## config.mk

```make
export PLATFORM = sky130hd
export DESIGN_NAME = ifetch_unit
export DESIGN_NICKNAME = d
export VERILOG_FILES = /design/src/rtl/ifetch_unit_pkg.sv /design/src/rtl/ifetch_unit_fetch_fifo.sv /design/src/rtl/ifetch_unit.sv
export SDC_FILE = /design/constraint.sdc
export NUM_CORES = 1
export LEC_CHECK = 0
export CAP_MARGIN = 20
export CORE_MARGIN = 2
export CORE_UTILIZATION = 50
export CTS_CLUSTER_SIZE = 40
export DETAILED_ROUTE_END_ITERATION = 7
export PLACE_DENSITY = 0.73
export SYNTH_ARGS = -nofsm -noshare
export SYNTH_HDL_FRONTEND = slang
export SYNTH_HIERARCHICAL = 1
export SYNTH_SLANG_ARGS = --single-unit
export TNS_END_PERCENT = 1
```

## constraint.sdc

```tcl
create_clock -name i_clk -period 3.9 [get_ports i_clk]
set_clock_uncertainty 0.2 [all_clocks]
set_input_delay 0.78 -clock i_clk [delete_from_list [all_inputs] [get_ports i_clk]]
set_output_delay 0.78 -clock i_clk [all_outputs]
set_load 0.005 [all_outputs]
```

## src/rtl/ifetch_unit_pkg.sv

```systemverilog
// Shared definitions for the instruction fetch front-end.
// Provides the fetch entry payload, the NOP encoding, the reset vector and a
// word-alignment helper.
package ifetch_unit_pkg;

  localparam int unsigned XLEN = 32;

  // addi x0, x0, 0 -- shown on the IF/ID side whenever nothing is valid
  localparam logic [XLEN-1:0] NOP_INSTR    = 32'h0000_0013;
  localparam logic [XLEN-1:0] RESET_VECTOR = 32'h0000_1000;

  typedef struct packed {
    logic [XLEN-1:0] pc;
    logic [XLEN-1:0] instruction;
  } fetch_entry_t;

  // Clear the two byte-offset bits of an address
  function automatic logic [XLEN-1:0] word_align(input logic [XLEN-1:0] addr);
    return {addr[XLEN-1:2], 2'b00};
  endfunction

endpackage

```

## src/rtl/ifetch_unit_fetch_fifo.sv

```systemverilog
// Prefetch queue of {pc, instruction} pairs.
// Ports:
//   i_clk, i_reset        clock, async active-high reset
//   i_push, i_push_data   write one entry at the tail
//   i_pop                 advance the head (ignored when empty)
//   i_flush               drop all entries; overrides push and pop
//   o_head                entry at the head (meaningful when o_count != 0)
//   o_count               number of stored entries, 0..DEPTH
module fetch_fifo
  import ifetch_unit_pkg::*;
#(
  parameter int unsigned DEPTH = 4
) (
  input  logic                         i_clk,
  input  logic                         i_reset,
  input  logic                         i_push,
  input  fetch_entry_t                 i_push_data,
  input  logic                         i_pop,
  input  logic                         i_flush,
  output fetch_entry_t                 o_head,
  output logic [$clog2(DEPTH+1)-1:0]   o_count
);

  localparam int unsigned PTR_W = $clog2(DEPTH);
  localparam int unsigned CNT_W = $clog2(DEPTH + 1);

  fetch_entry_t             r_mem [DEPTH];
  logic [PTR_W-1:0]         r_wr_ptr;
  logic [PTR_W-1:0]         r_rd_ptr;
  logic [CNT_W-1:0]         r_count;

  logic                     w_do_push;
  logic                     w_do_pop;

  // Flush wins over everything; full/empty guards keep the pointers coherent
  assign w_do_push = i_push & ~i_flush & (r_count != CNT_W'(DEPTH));
  assign w_do_pop  = i_pop  & ~i_flush & (r_count != '0);

  // Storage: no reset needed, contents are qualified by r_count
  always_ff @(posedge i_clk) begin
    if (w_do_push) begin
      r_mem[r_wr_ptr] <= i_push_data;
    end
  end

  // Pointers wrap naturally at a power-of-two depth
  always_ff @(posedge i_clk or posedge i_reset) begin
    if (i_reset) begin
      r_wr_ptr <= '0;
      r_rd_ptr <= '0;
      r_count  <= '0;
    end else if (i_flush) begin
      r_wr_ptr <= '0;
      r_rd_ptr <= '0;
      r_count  <= '0;
    end else begin
      if (w_do_push) begin
        r_wr_ptr <= r_wr_ptr + PTR_W'(1);
      end
      if (w_do_pop) begin
        r_rd_ptr <= r_rd_ptr + PTR_W'(1);
      end
      case ({w_do_push, w_do_pop})
        2'b10:   r_count <= r_count + CNT_W'(1);
        2'b01:   r_count <= r_count - CNT_W'(1);
        default: r_count <= r_count;
      endcase
    end
  end

  assign o_head  = r_mem[r_rd_ptr];
  assign o_count = r_count;

endmodule

```

## src/rtl/ifetch_unit.sv

```systemverilog
// Instruction fetch front-end feeding the IF/ID register.
// Issues pipelined imem requests under a credit scheme so the prefetch queue
// never overflows, tags responses with their PC, and presents the queue head
// through a valid/ready handshake. A redirect flushes the queue, re-targets
// fetch, and arranges for in-flight responses to be discarded.
// Ports:
//   i_clk, i_reset                      clock, async active-high reset
//   i_redirect, i_redirect_pc           taken branch/jump target from EX
//   o_imem_req, o_imem_addr, i_imem_gnt imem request channel
//   i_imem_rvalid, i_imem_rdata         in-order imem response channel
//   o_valid, o_pc, o_instruction        queue head toward IF/ID
//   i_ready                             IF/ID accepts the head
module ifetch_unit
  import ifetch_unit_pkg::*;
#(
  parameter int unsigned     WIDTH           = XLEN,
  parameter int unsigned     DEPTH           = 4,
  parameter int unsigned     MAX_OUTSTANDING = 2,
  parameter logic [WIDTH-1:0] RESET_PC       = RESET_VECTOR
) (
  input  logic             i_clk,
  input  logic             i_reset,
  input  logic             i_redirect,
  input  logic [WIDTH-1:0] i_redirect_pc,
  output logic             o_imem_req,
  output logic [WIDTH-1:0] o_imem_addr,
  input  logic             i_imem_gnt,
  input  logic             i_imem_rvalid,
  input  logic [WIDTH-1:0] i_imem_rdata,
  output logic             o_valid,
  output logic [WIDTH-1:0] o_pc,
  output logic [WIDTH-1:0] o_instruction,
  input  logic             i_ready
);

  localparam int unsigned OUT_W = $clog2(MAX_OUTSTANDING + 1);
  localparam int unsigned CNT_W = $clog2(DEPTH + 1);

  logic [WIDTH-1:0]  r_fetch_pc;
  logic [WIDTH-1:0]  r_resp_pc;
  logic [OUT_W-1:0]  r_outstanding;
  logic [OUT_W-1:0]  r_drop_cnt;

  logic [WIDTH-1:0]  w_fetch_pc_nxt;
  logic [WIDTH-1:0]  w_resp_pc_nxt;
  logic [OUT_W-1:0]  w_outstanding_nxt;
  logic [OUT_W-1:0]  w_drop_cnt_nxt;

  logic [WIDTH-1:0]  w_target;
  logic              w_out_ok;
  logic              w_credit_ok;
  logic              w_grant;
  logic              w_resp;
  logic              w_drop;
  logic              w_push;
  logic              w_pop;
  fetch_entry_t      w_push_data;
  fetch_entry_t      w_head;
  logic [CNT_W-1:0]  w_count;
  logic [1:0]        w_unused_pc_lsbs;

  assign w_target         = {i_redirect_pc[WIDTH-1:2], 2'b00};
  assign w_unused_pc_lsbs = i_redirect_pc[1:0];

  // Credit: queued entries plus answers still owed must fit in the queue
  assign w_out_ok    = 32'(r_outstanding) < MAX_OUTSTANDING;
  assign w_credit_ok = (32'(w_count) + 32'(r_outstanding)) < DEPTH;

  assign o_imem_req  = ~i_reset & ~i_redirect & w_out_ok & w_credit_ok;
  assign o_imem_addr = r_fetch_pc;

  // A response with nothing outstanding is a bus violation and is ignored
  assign w_grant = o_imem_req & i_imem_gnt;
  assign w_resp  = i_imem_rvalid & (r_outstanding != '0);
  assign w_drop  = w_resp & (r_drop_cnt != '0);
  assign w_push  = w_resp & ~w_drop & ~i_redirect;
  assign w_pop   = o_valid & i_ready;

  assign w_push_data.pc          = r_resp_pc;
  assign w_push_data.instruction = i_imem_rdata;

  // Next-state for the request/response bookkeeping
  always_comb begin
    w_fetch_pc_nxt    = r_fetch_pc;
    w_resp_pc_nxt     = r_resp_pc;
    w_outstanding_nxt = r_outstanding;
    w_drop_cnt_nxt    = r_drop_cnt;

    case ({w_grant, w_resp})
      2'b10:   w_outstanding_nxt = r_outstanding + OUT_W'(1);
      2'b01:   w_outstanding_nxt = r_outstanding - OUT_W'(1);
      default: w_outstanding_nxt = r_outstanding;
    endcase

    if (i_redirect) begin
      // Everything still owed after this cycle belongs to the old stream
      w_fetch_pc_nxt = w_target;
      w_resp_pc_nxt  = w_target;
      w_drop_cnt_nxt = r_outstanding - OUT_W'(w_resp);
    end else begin
      if (w_grant) begin
        w_fetch_pc_nxt = r_fetch_pc + WIDTH'(4);
      end
      if (w_push) begin
        w_resp_pc_nxt = r_resp_pc + WIDTH'(4);
      end
      if (w_drop) begin
        w_drop_cnt_nxt = r_drop_cnt - OUT_W'(1);
      end
    end
  end

  // Bookkeeping registers
  always_ff @(posedge i_clk or posedge i_reset) begin
    if (i_reset) begin
      r_fetch_pc    <= RESET_PC;
      r_resp_pc     <= RESET_PC;
      r_outstanding <= '0;
      r_drop_cnt    <= '0;
    end else begin
      r_fetch_pc    <= w_fetch_pc_nxt;
      r_resp_pc     <= w_resp_pc_nxt;
      r_outstanding <= w_outstanding_nxt;
      r_drop_cnt    <= w_drop_cnt_nxt;
    end
  end

  fetch_fifo #(
    .DEPTH (DEPTH)
  ) u_fetch_fifo (
    .i_clk       (i_clk),
    .i_reset     (i_reset),
    .i_push      (w_push),
    .i_push_data (w_push_data),
    .i_pop       (w_pop),
    .i_flush     (i_redirect),
    .o_head      (w_head),
    .o_count     (w_count)
  );

  // Head presentation; idle shows PC 0 and a NOP
  assign o_valid       = (w_count != '0);
  assign o_pc          = o_valid ? WIDTH'(w_head.pc) : '0;
  assign o_instruction = o_valid ? WIDTH'(w_head.instruction) : WIDTH'(NOP_INSTR);

endmodule
```

==> deck_impl_summary.md, run 1 <==
Synthesis and Place & Route Summary

Layout
  – Nets: 1130
  – Seq. cell area: 9470 µm²
  – Nonclk inv count: 19
  – # fillers: 1914
  – Top Layout Cells: edfxtp_1, clkdlybuf4s50_1, and2_1
  – Most common logic cell in the routed design: edfxtp_1
  – Clock buffer count: 41
  – Seq/total area: 0.550
  – Biggest Area Class: registers
  – Final Non-Filler Cells: 1448
  – Seq_cells: 327
  – Layout cells sized above 1: 0.162
  – Non-clock buffers, area share: 0.116
  – Gate Area: 4160 µm²
  – Nonclk buf count: 187
  – Layout area overhead: 24.3%
  – Mi-comb count: 479
  – ANT cells: 0
  – Comb/total area: 0.242
  – Clock-cell share: 0.0613

Die
  – # Taps: 372
  – Core Util at FP: 0.511
  – DIE AREA: 29100 µm²
  – DIE WIDTH: 170 µm
  – Row Count: 60
  – Die height: 170 µm
  – I/O pin cnt: 168

Route
  – Detail Route Antenna Nets: 0
  – DRC: 0
  – Vias after detailed routing: 8161
  – Drt wl/cell: 19.9 µm
  – TritonRoute pass-1 iters: 7
  – WL final: 28.8 mm
  – Vias/cell: 5.64
  – Initial DRC Count: 616

CTS
  – TritonCTS clock tree: yes
  – TritonCTS Buffers: 35
  – # Post-CTS Setup Buffers: 0
  – # clock sinks: 327
  – Clock-pin slew on the worst setup and hold paths: 60 ps
  – Hold Buf Count CTS: 0
  – H-Tree Depth: 2
  – CTS root buf: clkbuf_16
  – Post-CTS sizing: 0
  – CTS max path bufs: 3
  – Later-pin clock latency in the skew report: 510 ps

Power
  – Maximum VDD drop: 0.368 mV
  – Pwr Density: 453 nW/µm²
  – Pleak: 5.75 nW
  – Power, Total: 7.81 mW

Yosys
  – Cell Area, Synth: 13900 µm²
  – Post-synth EDFFs: 256
  – Synth flops: 327
  – Yosys Chip Area: 13900 µm²
  – Yosys cell types: 61
  – Cell taking the most area after synthesis: edfxtp_1
  – Top FF cell, synth: edfxtp_1
  – Warning count from the yosys run: 6
  – Gate Count Post-Synth: 859
  – Synth cell count leaders: edfxtp_1, and2_1, dfrtp_1, mux4_2, nand2_1
  – # Cells Yosys: 859
  – Ys async rst share: 0.217
  – Seq share, synth: 0.683
  – Top cell area share: 0.555
  – Mean Syn Cell Area: 16.1 µm²
  – Most frequent cell after synthesis: edfxtp_1
  – Cell area leaders: edfxtp_1, dfrtp_1, mux4_2, and2_1, xnor2_1

Place
  – GPL Wtd Cong: 0.822
  – Pre-CTS setup slack: 644 ps
  – Placed Cells: 1384
  – Port Buffers: 163
  – Detail Placement HPWL: 19.1 mm

Timing
  – Final tally of setup violations: 0
  – Hold_ws: 342 ps
  – Fmax: 268 MHz
  – Final hold vios: 0
  – Slew margin rel.: 0.443
  – Min Tclk post-route: 3740 ps
  – Period utilization: 0.958
  – RSZ-0062 raised after global routing: false
  – Slew Limit Fails: 0
  – Worst Setup Slack, final: 162 ps
  – Fin Setup TNS: 0 ps
  – Actual slew at the worst max-slew pin: 823 ps

Critical path
  – Crit-path slowest cell: or3_2
  – Stages on worst setup path: 4
  – Crit-path cells: or3_2, buf_12, and2_1, clkdlybuf4s50_1
  – Data required, critical path: 2920 ps
  – Crit Path Max Fanout: 39
  – Crit path max-delay family: simple AND/OR/NAND/NOR gates
  – Largest stage delay on the critical path: 800 ps
  – Reg2reg path depth: 7
  – Arrival time worst endpoint: 2760 ps
  – Setup crit start kind: register
  – Start-to-end type of the worst setup path: reg -> out
  – Crit. End Element: output port
  – Worst Path Buf+Inv: 2

GRT
  – Number of global-route vias before repair: 8252
  – GRT Residual Overflow: 0
  – Global Route Usage Sum: 0.205
  – First-pass GRT wire length: 45.5 mm
  – Largest net degree at the start of global routing: 46
  – Initial antenna violation count: 0

Hold path
  – Worst hold path depth: 1
  – Type of the tightest min-delay check: reg -> reg

Outcome
  – Status: completed

Flow run
  – Max-cap violation count: 0
  – OpenROAD warnings: 33
==> run 1: worst paths after layout <==
path / end / startpoint / slack [ps]
setup / recovery: o_pc[2] / u_fetch_fifo/o_count[2] / 160
hold / removal: o_imem_addr[19] / o_imem_addr[19] / 340
setup reg to reg: u_fetch_fifo/o_count[1] / u_fetch_fifo/o_count[2] / 980
hold reg to reg: o_imem_addr[19] / o_imem_addr[19] / 340
max in group asynchronous: o_imem_addr[12] / i_reset / 2160
min in group asynchronous: u_fetch_fifo/o_count[1] / i_reset / 480
==> run 1: through the flow <==
stage | utilization | cell area [µm²]
3_3_place_gp | 0.596 | 16200
3_5_place_dp | 0.596 | 16200
5_1_grt | 0.635 | 17200
4_1_cts | 0.635 | 17200
2_1_floorplan | - | 13900
6_report | 0.635 | 17200
==> run 1: power breakdown <==
group / switching [mW] / internal, mW
combinational: 0.314 / 0.344
clock: 1.30 / 1.74
sequential: 0.170 / 3.93
total: 1.79 / 6.02
==> run 1: registers in the layout, summed over array words and instances (netlist names) <==
register,flops
o_imem_addr,30
r_drop_cnt,2
r_outstanding,2
r_resp_pc,30
u_fetch_fifo/o_count,3
u_fetch_fifo/r_mem,256
u_fetch_fifo/r_rd_ptr,2
u_fetch_fifo/r_wr_ptr,2
==> run 1: cells by family after synthesis <==
family / Yosys count / share of synthesized area
mux: 75 / 0.113
other cells: 1 / 0.000271
xor+xnor: 44 / 0.0278
compound gates: 92 / 0.0453
flops: 327 / 0.683
fa+ha+maj: 11 / 0.0105
simple gates: 247 / 0.101
buf+inv: 62 / 0.0198
==> run 1: layer usage <==
layer  up-vias  wire [µm]  GRT usage
met2       305      13900      0.335
met4         0        659     0.0587
met3        50       1990     0.0428
met5         -          0          0
met1      4105      12300      0.281
li1       3701          -          -
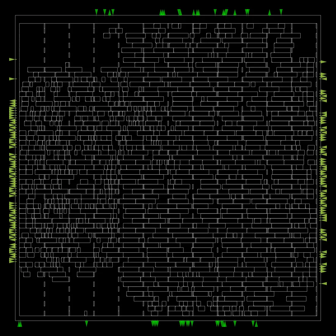
*Placement view, run 1*
final core occ: 0.635
area of the core: 27100 µm²

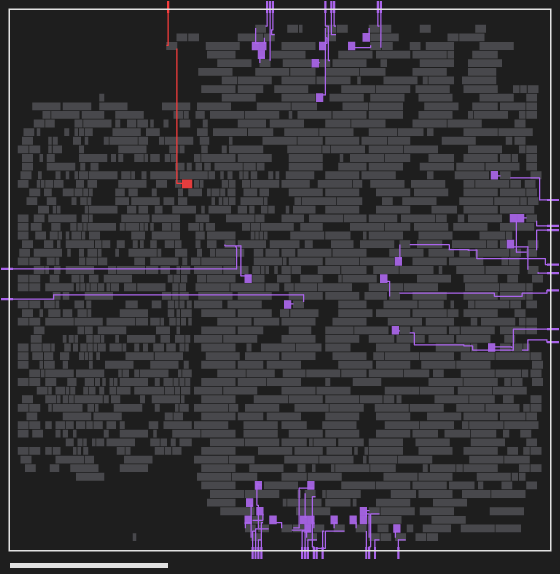
*Wires at chosen ports, followed through buffers, run 1*
Bar = 50 µm.
Key: o_pc = purple [bits 32, direction output, edge 14 south, 8 east, 8 north, 2 west, end cells 32, wire 772 µm]; i_imem_gnt = red [bits 1, direction input, edge north, end cells 1, wire 55.7 µm]

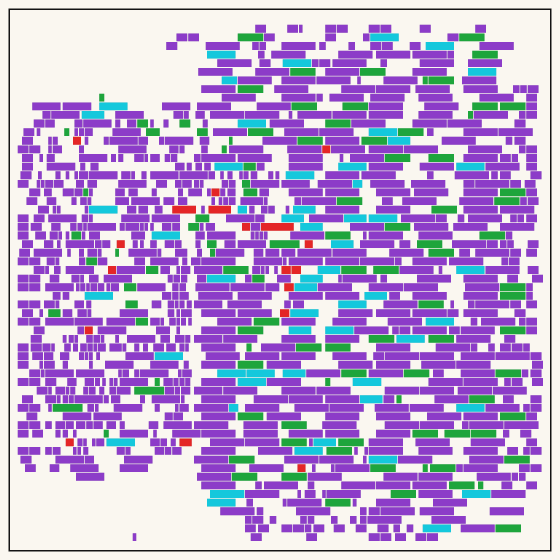
*Sizing map, run 1*
Key: _3 and _4 cells = red [cells 18]; _6 and larger = cyan [cells 55]; _2 cells = green [cells 101]; _0 and _1 cells = purple [cells 902]

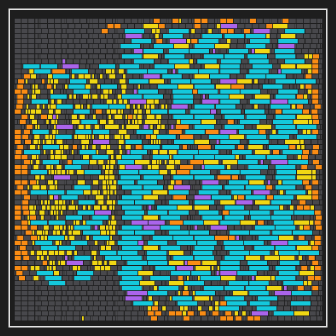
*Cells coloured by class, run 1*
Fill, decap, tap and diode cells in grey.
Key: combinational and other logic = yellow [cells 498, share of their area 25%]; remaining buffers and delay cells = orange [cells 187, share of their area 12%]; sequential cells = cyan [cells 327, share of their area 57%]; clock drivers and dummy loads = purple [cells 64, share of their area 6.3%]

### Routed metal, one colour a layer, run 1

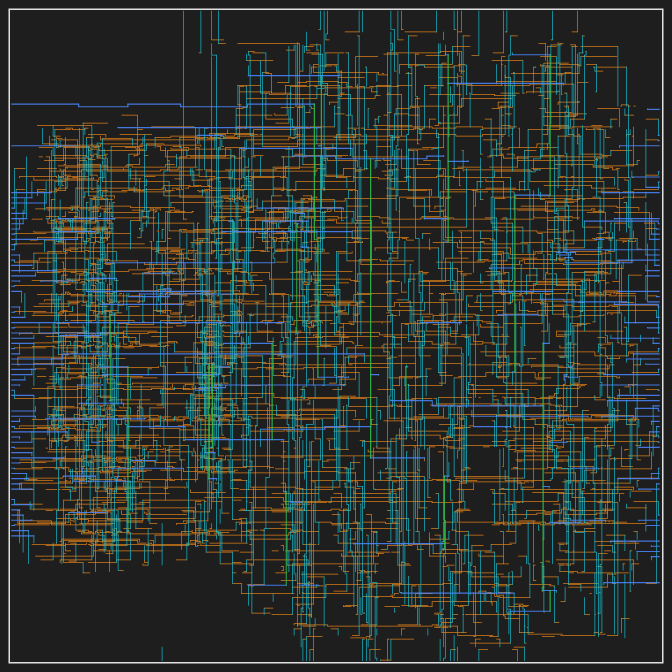

==> run 2, diff against run 1 <==
--- a/config.mk
+++ b/config.mk
@@ -10,7 +10,9 @@
 export CORE_UTILIZATION = 50
 export CTS_CLUSTER_SIZE = 40
 export DETAILED_ROUTE_END_ITERATION = 7
+export HOLD_SLACK_MARGIN = 0.03
 export PLACE_DENSITY = 0.73
+export SETUP_SLACK_MARGIN = 0.3
 export SYNTH_ARGS = -nofsm -noshare
 export SYNTH_HDL_FRONTEND = slang
 export SYNTH_HIERARCHICAL = 1
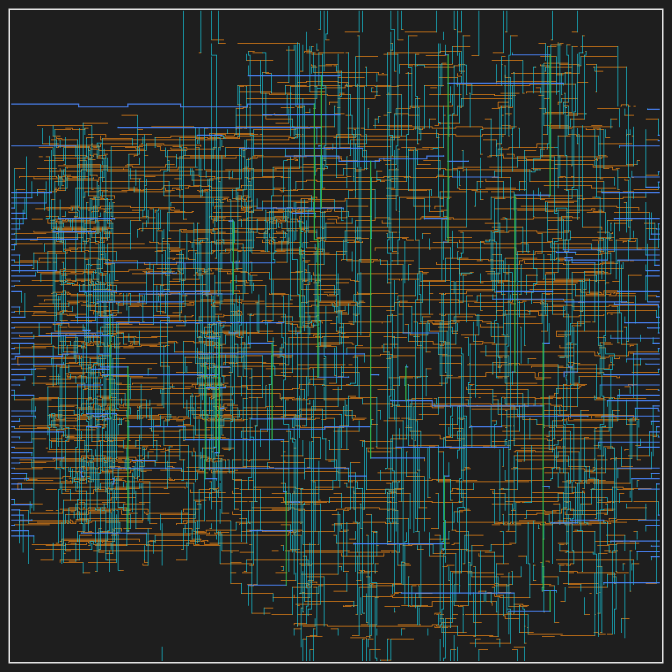
*Routed metal, one colour a layer, run 2*
Key: metal 2 = cyan [wire length 14000 µm]; metal 3 = blue [wire length 1960 µm]; metal 1 = orange [wire length 12300 µm]; metal 4 = green [wire length 663 µm]

==> deck_impl_summary.md, run 2 <==
Synthesis and Place & Route Summary

Yosys
  – Adder Area Share: 0.0105
  – Top cell area share: 0.555
  – Most frequent cell after synthesis: edfxtp_1
  – Top FF cell, synth: edfxtp_1
  – And+or+nand+nor area frac: 0.101
  – Warning count from the yosys run: 6
  – Cell area leaders: edfxtp_1, dfrtp_1, mux4_2, and2_1, xnor2_1
  – Synth cell count leaders: edfxtp_1, and2_1, dfrtp_1, mux4_2, nand2_1
  – Gate Count Post-Synth: 859
  – Post-synth EDFFs: 256
  – Cell Area, Synth: 13900 µm²
  – Cell taking the most area after synthesis: edfxtp_1
  – Synth logic family: multiplexers
  – Yosys Chip Area: 13900 µm²
  – Post-Synth AOI/OAI Area: 0.0453
  – Mean Syn Cell Area: 16.1 µm²
  – Mux share: 0.113
  – Yosys cell types: 61
  – Post-Synth XOR/XNOR Area: 0.0278
  – # Cells Yosys: 859
  – Synth flops: 327
  – Seq share, synth: 0.683
  – Ys async rst share: 0.217

Timing
  – RSZ-0062 raised after global routing: false
  – Slew margin rel.: 0.451
  – Period utilization: 0.890
  – Fin Setup TNS: 0 ps
  – Final hold vios: 0
  – Worst Setup Slack, final: 428 ps
  – Hold_ws: 350 ps
  – Fmax: 288 MHz
  – Min Tclk post-route: 3470 ps
  – Final tally of setup violations: 0
  – Slew Limit Fails: 0
  – Actual slew at the worst max-slew pin: 812 ps

Layout
  – Gate Area: 4170 µm²
  – Seq. cell area: 9470 µm²
  – Most common logic cell in the routed design: edfxtp_1
  – Top Layout Cells: edfxtp_1, clkdlybuf4s50_1, and2_1
  – Layout cells sized above 1: 0.162
  – Final core occ: 0.636
  – Reg with most FFs: u_fetch_fifo/r_mem
  – Nets: 1131
  – Layout area overhead: 24.4%
  – ANT cells: 0
  – # fillers: 1914
  – Cell area after layout: 17200 µm²
  – Max reg flops: 256

Critical path
  – Data required, critical path: 2920 ps
  – Critical Path End: o_pc[2]
  – Crit. End Element: output port
  – Setup crit start: u_fetch_fifo/o_count[2]
  – Crit Path Max Fanout: 39
  – Start-to-end type of the worst setup path: reg -> out
  – Reg-to-reg slack, setup: 1230 ps
  – Crit-path cells: or3_4, buf_12, and2_1, clkdlybuf4s50_1
  – Arrival time worst endpoint: 2490 ps
  – Setup crit start kind: register
  – RR Endpoint: u_fetch_fifo/o_count[1]
  – Reg2reg path depth: 7
  – R2r startpoint: u_fetch_fifo/o_count[2]
  – Crit-path slowest cell: or3_4
  – Largest stage delay on the critical path: 590 ps

GRT
  – Global Route Usage Sum: 0.205
  – Routing usage on met1: 0.281
  – Number of global-route vias before repair: 8252
  – Largest net degree at the start of global routing: 46
  – Met3 usage: 0.0428
  – GRT Residual Overflow: 0
  – First-pass GRT wire length: 45.5 mm
  – M2 GR Usage: 0.335
  – GRT busiest layer: met2
  – Initial antenna violation count: 0

Route
  – Vias after detailed routing: 8137
  – Initial DRC Count: 645
  – DRC: 0
  – Detail Route Antenna Nets: 0
  – TritonRoute pass-1 iters: 7
  – WL final: 28.9 mm
  – Drt wl/cell: 20.0 µm
  – Vias/cell: 5.62

Die
  – Row Count: 60
  – Area of the core: 27100 µm²
  – I/O pin cnt: 168
  – DIE WIDTH: 170 µm
  – Die height: 170 µm
  – DIE AREA: 29100 µm²
  – Core Util at FP: 0.511

Power
  – Seq pwr share: 0.525
  – Switching share of power: 0.229
  – Combinational Power Share: 0.084
  – Pwr Density: 453 nW/µm²
  – Maximum VDD drop: 0.367 mV
  – Clock Power Share: 0.390
  – Pleak: 5.75 nW
  – Power, Total: 7.80 mW
  – Switching pwr: 1.79 mW
  – Int Power: 6.02 mW

Hold path
  – Type of the tightest min-delay check: reg -> reg

Place
  – Pre-CTS setup slack: 644 ps
  – Post-DP Area: 16200 µm²
  – Placed Cells: 1384
  – GPL Wtd Cong: 0.822
  – Detail Placement HPWL: 19.1 mm
  – Port Buffers: 163

CTS
  – Clock-pin slew on the worst setup and hold paths: 60 ps
  – TritonCTS Buffers: 35
  – TritonCTS clock tree: yes
  – Hold Buf Count CTS: 0
  – # clock sinks: 327
  – CTS root buf: clkbuf_16
  – Later-pin clock latency in the skew report: 510 ps
  – CTS max path bufs: 3
  – H-Tree Depth: 2

Flow run
  – Max-cap violation count: 0
  – OpenROAD warnings: 33

Outcome
  – Status: completed
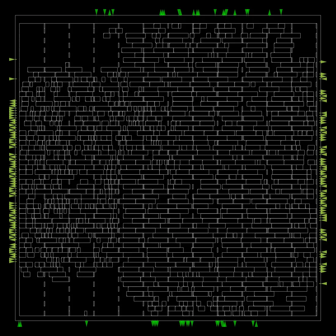
*Placement view, run 2*
# Taps: 372
Final Non-Filler Cells: 1449
Seq/total area: 0.550

run 2: routing by layer:
metal,vias to the layer above,part of all wire
met2,285,0.48
met5,-,0
li1,3702,-
met3,50,0.068
met1,4100,0.43
met4,0,0.023
run 2: repair_timing:
action / CTS / global route
endpoints found under the setup margin: 46 / 0
buffers inserted: 1 / 0
gates resized: 1 / 0
run 2: power by group through the flow:
stage | registers (mW) | logic (mW) | clock network [mW]
finish | 4.10 | 0.658 | 3.05
floorplan | 4.10 | 0.392 | 0
global placement | 4.16 | 0.638 | 0
global route | 4.12 | 0.727 | 3.24
detailed placement | 4.16 | 0.659 | 0
CTS | 4.10 | 0.664 | 3.11
run 2: critical path, delay by kind of cell, from the launching register on:
kind | cells | cell delay, ps
AND/OR/NAND/NOR | 2 | 750
flip-flops | 1 | 500
buffers and inverters | 2 | 710
run 2: cells by family (layout without fill, tap and decap cells):
kind of cell / Yosys count / after routing
flops: 327 / 327
simple gates: 247 / 247
compound gates: 92 / 92
mux: 75 / 75
buf+inv: 62 / 271
xor+xnor: 44 / 44
fa+ha+maj: 11 / 11
other cells: 1 / 10
run 2: how the worst min path moves through the flow:
stage	start	end	cells after the start
after floorplan	r_resp_pc[31]	u_fetch_fifo/r_mem[0][63]	0
after global placement	o_imem_addr[19]	o_imem_addr[19]	1
after detailed placement	o_imem_addr[19]	o_imem_addr[19]	1
after CTS	o_imem_addr[19]	o_imem_addr[19]	1
after global routing	o_imem_addr[19]	o_imem_addr[19]	1
final	o_imem_addr[19]	o_imem_addr[19]	1
run 2: area by class of cell:
cell class | instances | area share
clock buffers | 41 | 0.0527
clock inverters | 23 | 0.00857
inverters | 19 | 0.00414
multi-input cells | 479 | 0.242
flip-flops and latches | 327 | 0.550
well taps | 372 | 0.0270
repair buffers | 188 | 0.116
### Cells coloured by class, run 2

Fill, decap, tap and diode cells in grey.
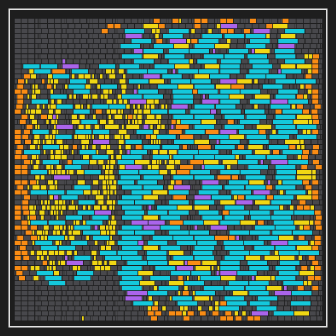

==> run 3, diff against run 2 <==
--- a/config.mk
+++ b/config.mk
@@ -6,9 +6,7 @@
 export NUM_CORES = 1
 export LEC_CHECK = 0
 export CAP_MARGIN = 20
-export CORE_MARGIN = 2
 export CORE_UTILIZATION = 50
-export CTS_CLUSTER_SIZE = 40
 export DETAILED_ROUTE_END_ITERATION = 7
 export HOLD_SLACK_MARGIN = 0.03
 export PLACE_DENSITY = 0.73
==> constraint.sdc (replaced) <==
create_clock -name i_clk -period 3.9 [get_ports i_clk]
set_clock_uncertainty 0.2 [all_clocks]
set_input_delay 0.78 -clock i_clk [delete_from_list [all_inputs] [get_ports i_clk]]
set_output_delay 0.78 -clock i_clk [all_outputs]
set_load 0.1 [all_outputs]
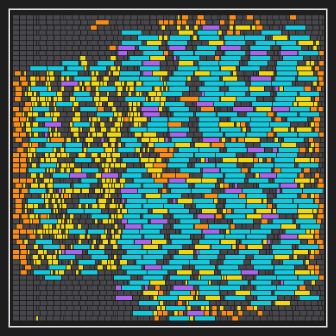
*Cells coloured by class, run 3*
Fill, decap, tap and diode cells in grey.
Key: clock drivers and dummy loads = purple [cells 61, share of their area 6.7%]; remaining buffers and delay cells = orange [cells 185, share of their area 11%]; combinational and other logic = yellow [cells 498, share of their area 25%]; sequential cells = cyan [cells 327, share of their area 57%]

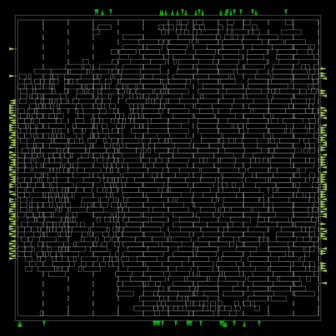
*Placement view, run 3*
final core occ: 0.631
Final Non-Filler Cells: 1443
Row Count: 60

==> deck_impl_summary.md, run 3 <==
Synthesis and Place & Route Summary

Outcome
  – Status: completed

Yosys
  – Synth logic family: multiplexers
  – Ys async rst share: 0.217
  – Seq share, synth: 0.683
  – And+or+nand+nor area frac: 0.101
  – Synth flops: 327
  – Yosys cell types: 61
  – Synth cell count leaders: edfxtp_1, and2_1, dfrtp_1, mux4_2, nand2_1
  – Most frequent cell after synthesis: edfxtp_1
  – Top FF cell, synth: edfxtp_1
  – Adder Area Share: 0.0105
  – Mean Syn Cell Area: 16.1 µm²
  – Cell area leaders: edfxtp_1, dfrtp_1, mux4_2, and2_1, xnor2_1
  – Cell taking the most area after synthesis: edfxtp_1
  – Post-Synth AOI/OAI Area: 0.0453
  – Post-Synth XOR/XNOR Area: 0.0278
  – # Cells Yosys: 859
  – Post-synth EDFFs: 256
  – Gate Count Post-Synth: 859
  – Top cell area share: 0.555
  – Warning count from the yosys run: 6
  – Yosys Chip Area: 13900 µm²
  – Cell Area, Synth: 13900 µm²
  – Mux share: 0.113

Power
  – Seq pwr share: 0.495
  – Clock net power: 3.21 mW
  – Pwr Density: 484 nW/µm²
  – Clock Power Share: 0.388
  – P_seq: 4.10 mW
  – Int Power: 6.21 mW
  – P_comb: 0.972 mW
  – Switching share of power: 0.250
  – Switching pwr: 2.07 mW
  – Power, Total: 8.28 mW
  – Maximum VDD drop: 0.270 mV
  – Combinational Power Share: 0.117
  – Top Consumer: sequential cells
  – Pleak: 5.89 nW

Die
  – I/O pin cnt: 168
  – Die height: 168 µm
  – DIE AREA: 28400 µm²
  – Core Util at FP: 0.511
  – DIE WIDTH: 168 µm
  – Area of the core: 27100 µm²

Place
  – Pre-CTS setup slack: 521 ps
  – GPL Wtd Cong: 0.841
  – Post-DP Area: 16000 µm²
  – Detail Placement HPWL: 18.4 mm
  – Placed Cells: 1381
  – Port Buffers: 163

Critical path
  – Reg2reg path depth: 7
  – R2r startpoint: u_fetch_fifo/o_count[2]
  – Arrival time worst endpoint: 2530 ps
  – Setup crit start kind: register
  – RR Endpoint: u_fetch_fifo/o_count[2]
  – Crit Path Max Fanout: 41
  – Reg-to-reg slack, setup: 940 ps
  – Data required, critical path: 2920 ps
  – Crit. End Element: output port
  – Start-to-end type of the worst setup path: reg -> out

Route
  – Initial DRC Count: 605
  – DRC: 0
  – Detail Route Antenna Nets: 0
  – Vias after detailed routing: 8091
  – WL final: 28.7 mm
  – Vias/cell: 5.61
  – Drt wl/cell: 19.9 µm
  – TritonRoute pass-1 iters: 7

Layout
  – Top Layout Cells: edfxtp_1, clkdlybuf4s50_1, buf_4
  – Most common logic cell in the routed design: edfxtp_1
  – Layout area overhead: 23.4%
  – Max reg flops: 256
  – Reg with most FFs: u_fetch_fifo/r_mem
  – ANT cells: 0
  – Layout cells sized above 1: 0.221
  – Cell area after layout: 17100 µm²
  – Nets: 1127

GRT
  – Number of global-route vias before repair: 8207
  – Initial antenna violation count: 0
  – First-pass GRT wire length: 44.8 mm
  – GRT Residual Overflow: 0
  – Global Route Usage Sum: 0.206
  – Largest net degree at the start of global routing: 49

CTS
  – TritonCTS clock tree: yes
  – Clock-pin slew on the worst setup and hold paths: 60 ps
  – Hold Buf Count CTS: 0
  – TritonCTS Buffers: 34
  – CTS max path bufs: 3
  – H-Tree Depth: 2
  – # clock sinks: 327
  – Later-pin clock latency in the skew report: 500 ps
  – CTS root buf: clkbuf_16

Timing
  – Period utilization: 0.901
  – Fmax: 285 MHz
  – Hold_ws: 355 ps
  – Worst Setup Slack, final: 386 ps
  – Slew Limit Fails: 0
  – Slew margin rel.: 0.338
  – Actual slew at the worst max-slew pin: 989 ps
  – Final hold vios: 0
  – RSZ-0062 raised after global routing: true
  – Min Tclk post-route: 3510 ps
  – Final tally of setup violations: 0

Hold path
  – Worst hold path depth: 1
  – Hold Crit Endpoint: o_imem_addr[14]
  – HP Start: o_imem_addr[14]
  – Type of the tightest min-delay check: reg -> reg

Flow run
  – Max-cap violation count: 0
  – OpenROAD warnings: 33
==> run 3: repair_timing <==
item	CTS	global route
resized	0	0
endpoints found under the hold margin	0	0
setup buffers	0	1
endpoints found under the setup margin	0	16
==> run 3: per-stage QoR <==
| step | utilization | setup TNS [ps] |
|---|---|---|
| after detailed placement | 0.589 | 0 |
| final | 0.631 | 0 |
| after CTS | 0.630 | 0 |
| after global routing | 0.631 | 0 |
| after global placement | 0.589 | 0 |
| after floorplan | - | -4480 |
==> run 3: worst max-delay path by stage <==
stage / cells past startpoint / endpoint / start / slack [ps]
5_1_grt: 4 / o_pc[6] / u_fetch_fifo/o_count[2] / 270
3_3_place_gp: 7 / u_fetch_fifo/r_mem[1][6] / i_imem_rvalid / 550
4_1_cts: 4 / o_instruction[1] / u_fetch_fifo/r_rd_ptr[0] / 320
3_5_place_dp: 7 / u_fetch_fifo/r_mem[1][6] / i_imem_rvalid / 520
2_1_floorplan: 5 / u_fetch_fifo/r_mem[2][0] / i_redirect / -20
6_report: 4 / o_pc[6] / u_fetch_fifo/o_count[2] / 390
==> run 3: cell type report <==
type	instances	area (µm²)
inverter	19	71.3
tap	372	465
sequential	327	9470
clock buffer	42	922
fill	1931	10000
clock inverter	19	200
timing repair buffer	185	1810
multi-input combinational	479	4160
==> run 3: critical path, cell delays in order, from the launching register on <==
cell and delay, ps:
dfrtp_1 520, or3_2 780, buf_12 270, and2_1 200, buf_4 240
==> run 3: layer usage <==
| layer | vias up | GRT usage | part of all wire |
|---|---|---|---|
| li1 | 3687 | - | - |
| met1 | 4022 | 0.290 | 0.45 |
| met2 | 332 | 0.334 | 0.47 |
| met3 | 50 | 0.0360 | 0.067 |
| met4 | 0 | 0.0530 | 0.019 |
| met5 | - | 0 | 0 |
Power and IR drop assume default switching activity.
